==> config.mk <==
export PLATFORM = sky130hd
export DESIGN_NAME = crossy_grid
export DESIGN_NICKNAME = d
export VERILOG_FILES = /design/src/rtl/crossy_pkg.sv /design/src/rtl/crossy_debounce.sv /design/src/rtl/crossy_grid.sv
export SDC_FILE = /design/constraint.sdc
export NUM_CORES = 1
export LEC_CHECK = 0
export CAP_MARGIN = 10
export CORE_AREA = 3 3 118 165
export CTS_BUF_LIST = sky130_fd_sc_hd__clkbuf_4
export DETAILED_ROUTE_END_ITERATION = 10
export DIE_AREA = 0 0 121 168
export DONT_BUFFER_PORTS = 1
export PLACE_DENSITY = 0.54
export SYNTH_ARGS = -nofsm -noshare
export SYNTH_HDL_FRONTEND = slang
export SYNTH_HIERARCHICAL = 1
export SYNTH_SLANG_ARGS = --single-unit
==> constraint.sdc <==
create_clock -name clk -period 6 [get_ports clk]
set_input_delay 0.6 -clock clk [delete_from_list [all_inputs] [get_ports clk]]
set_output_delay 0.6 -clock clk [all_outputs]
set_load 0.005 [all_outputs]
==> run_1/clocks.png <==
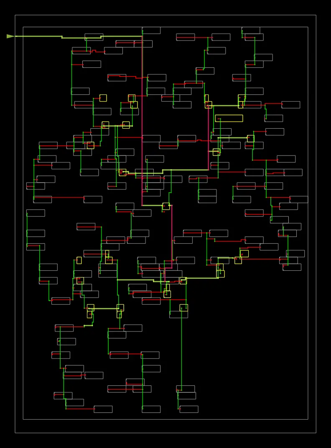
CTS sink cnt: 138
number of buffers created by CTS: 17

==> run_1/logic_types.png <==
Drawn at 2 px/um.
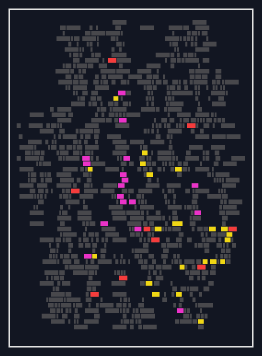
non-inverting ao/oa cells -> yellow  # cells 21
mux cells -> magenta  # cells 17, where middle
fa/ha/maj cells -> red  # cells 9
logic share of the area: 0.553
Final Non-Filler Cells: 1,073

==> run_1/wires.png <==
Drawn at 2 px/um.
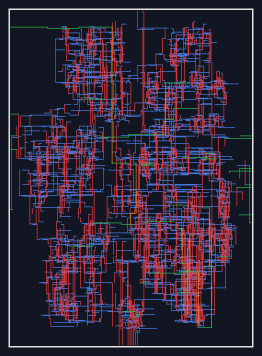
metal 1 -> blue  # wire length 6,900 um
metal 4 -> orange  # wire length 326 um
metal 2 -> red  # wire length 7,980 um
metal 3 -> green  # wire length 378 um
Routed WL: 15.6 mm
WL/cell: 14.5 um
Tot GR Track Use: 0.157
vias: 5,864

==> run_results.csv, run 1 <==
group,metric,value,unit
drt,met2WireLength,7.98,mm
power,clock_power,0.000537,W
floorplanning,n_tap_cell,240,
final_layout,diodes,1,
synthesis,mux_share,0.0246,
clock_network,cts_resized,0,
critical_path,critPathMostFrequentCell,"ha_1",
critical_path,critPathArrivalTime,5.42,ns
final_timing,rsz0062_at_grt,"false",
power,clkPwrFrac,0.365,
synthesis,xor_share,0.0971,
final_layout,bufAreaShareNonClock,0.00197,
final_layout,final_util,0.422,
run_status,status,"complete, no violations",
power,p_seq_frac,0.626,
floorplanning,core,18100,um^2
synthesis,synth_top_area_share,0.383,
power,powerComb,0.0000124,W
final_layout,comb_area,4210,um^2
final_timing,min_period,4.98,ns
synthesis,synth-adder-area-share,0.0153,
final_layout,comb_cells,637,
placement,io_buffers,0,
critical_path,cp.depth,16,
final_layout,clockNetworkAreaShare,0.0312,
hold_path,hp-class,"input pin to flip-flop",
final_timing,slew_viol_final,0,
placement,pre_cts_slack,1.18,ns
power,pwr-share-comb,0.008,
drt,topRoutingLayerUsed,"met4",
synthesis,netlist_area,7220,um^2
final_layout,largest_reg_flops,25,
synthesis,yosysMostFrequentCell,"dfxtp_1",
synthesis,topCellsByArea,"dfxtp_1, nor2_1, xnor2_1",
final_timing,hold_slack,0.125,ns
floorplanning,ioPinCount,23,
power,top_power_group,"registers",
critical_path,cpMaxStageDelayCell,"dfxtp_1",
power,swShare,0.235,
drt,m1WireLength,6.90,mm
drt,drtIter0Drc,252,
critical_path,cp_max_fo,21,
clock_network,path_clk_slew,0.12,ns
drt,firstDrtPassIters,4,
critical_path,worstPathCellList,"ha_1, and3b_2, nor3_1, or2_1, a22oi_1, o221ai_2, ha_1, nand2b_1, a221oi_2, nand3_2, a21o_1, xnor2_1, ha_1, a2111oi_0, o31ai_2, o221ai_1",
drt,ant_nets,0,
synthesis,ys.flops,138,
clock_network,ctsHtreeMaxLevel,4,
power,sequentialPower,0.000920,W
critical_path,cp-end-kind,"flip-flop",
hold_path,holdPathStages,1,
grt,grt_max_degree,44,
final_layout,n_all_buffers,2,
synthesis,syn_inst,828,
final_timing,period_used_share,0.830,
final_layout,layout_top_cells,"dfxtp_1, nor2_1, nand2_1, xnor2_1, nand3_1",
placement,gp_congestion,0.865,
final_timing,finalSetupTns,0,ns
grt,antenna_found_initial,1,
synthesis,yosys_area,7220,um^2
final_layout,final_common_cell,"dfxtp_1",
synthesis,syn_area_per_cell,8.72,um^2
floorplanning,rows,58,
final_layout,sh_seq_area,0.362,
critical_path,r2r_cells,16,
clock_network,cts_root_buffer,"clkbuf_4",
critical_path,path_buffers,0,
critical_path,reg2reg_slack,1.02,ns
final_timing,skew,0.0212,ns
placement,dp_hpwl,11.3,mm
clock_network,cts_tree,"yes",
==> run_1/flops_by_reg.png <==
Drawn at 1.5 px/um. Other sequential cells in the stronger grey, the rest of the logic in the fainter grey.
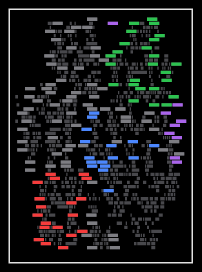

==> inputs of run 2 (changes only) <==
clock period = 4.59 ns   (was 6 ns; I/O delays follow)
==> run_2/flops_by_reg.png <==
Drawn at 1.5 px/um. Other sequential cells in the stronger grey, the rest of the logic in the fainter grey.
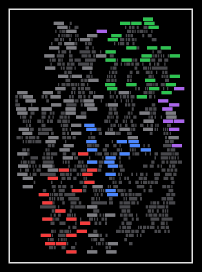
lfsr_q -> blue  # sequential cells 16, where middle
blink_cnt_q -> green  # sequential cells 25
u_db_left/cnt_q -> red  # sequential cells 19
matrix -> purple  # sequential cells 9, where right middle
not coloured = 69
sequential share of cell area: 0.355
sequential cell area: 2760 um^2
final design utilization: 0.431
Seq power: 0.00120 W

==> run 2 against run 1 <==
  * Clock power increased by 61%
  * Sequential cell count unchanged
  * Largest power group unchanged
  * Wire length up 0.42%
  * Critical endpoint unchanged
  * Critical path type unchanged
  * Largest cell class unchanged
  * Clock-buffer cell count is 1 lower
==> run_results.csv, run 2 <==
group,metric,value,unit
run_status,status,"complete, no violations",
final_layout,diodes,1,
final_timing,skew,0.0210,ns
synthesis,topCellsByArea,"dfxtp_1, nor2_1, xnor2_1",
power,pwr-share-comb,0.011,
clock_network,path_clk_slew,0.12,ns
power,top_power_group,"registers",
final_timing,hold_slack,0.0518,ns
drt,firstDrtPassIters,4,
final_timing,finalSetupTns,0,ns
synthesis,synth-adder-area-share,0.0153,
final_layout,comb_cells,637,
hold_path,hp-class,"input pin to flip-flop",
hold_path,holdPathStages,1,
power,swShare,0.219,
floorplanning,rows,58,
clock_network,cts_root_buffer,"clkbuf_4",
critical_path,cpMaxStageDelayCell,"or4b_4",
drt,ant_nets,0,
drt,vias,5876,
clock_network,ctsHtreeMaxLevel,4,
synthesis,synth_cell_types,85,
final_layout,top_area_cell_class,"combinational gates",
drt,drtIter0Drc,315,
placement,io_buffers,0,
final_layout,final_common_cell,"dfxtp_1",
final_timing,slew_viol_final,0,
final_layout,drive_gt1_frac,0.120,
power,clock_power,0.000862,W
synthesis,synth_top_area_share,0.383,
synthesis,xor_share,0.0971,
drt,finalWirelength,15.7,mm
floorplanning,n_tap_cell,240,
clock_network,cts_sinks,138,
synthesis,top_area_cell,"dfxtp_1",
critical_path,path_buffers,0,
grt,antenna_found_initial,1,
final_timing,rsz0062_at_grt,"false",
synthesis,netlist_area,7220,um^2
critical_path,critPathArrivalTime,4.70,ns
critical_path,cp-end-kind,"flip-flop",
synthesis,syn_inst,828,
critical_path,r2r_cells,15,
final_layout,layout_top_cells,"dfxtp_1, nor2_1, nand2_1, xnor2_1, nand3_1",
critical_path,cp_max_fo,13,
floorplanning,ioPinCount,23,
placement,dp_hpwl,11.4,mm
placement,pre_cts_slack,0.120,ns
power,powerComb,0.0000228,W
grt,track_usage,0.159,
critical_path,worstPathCellList,"ha_1, and3b_2, nor3_1, or2_1, a22oi_1, o221ai_2, ha_1, nand2b_1, a221oi_2, nand3_2, nor2_1, nor2_1, or4b_4, o31ai_4, o221ai_1",
synthesis,yosys_area,7220,um^2
drt,m1WireLength,6.71,mm
power,clkPwrFrac,0.413,
final_timing,min_period,4.31,ns
final_timing,period_used_share,0.939,
final_layout,bufAreaShareNonClock,0.0116,
placement,gp_congestion,0.862,
final_layout,clockNetworkAreaShare,0.0392,
grt,grt_max_degree,33,
final_layout,fin_cells,1080,
synthesis,async_flop_share,0,
floorplanning,core,18100,um^2
critical_path,reg2reg_slack,0.28,ns
drt,wl_per_cell,14.5,um
synthesis,mux_share,0.0246,
drt,topRoutingLayerUsed,"met4",
clock_network,numCtsBuffers,17,
final_layout,largest_reg_flops,25,
power,p_seq_frac,0.576,
final_layout,sh_comb_area,0.544,
critical_path,critPathKind,"flip-flop to flip-flop",
drt,met2WireLength,8.08,mm
final_layout,comb_area,4240,um^2
clock_network,cts_tree,"yes",
synthesis,syn_area_per_cell,8.72,um^2
clock_network,cts_resized,0,
synthesis,yosysMostFrequentCell,"dfxtp_1",
Power is estimated from default activity; no workload was simulated.
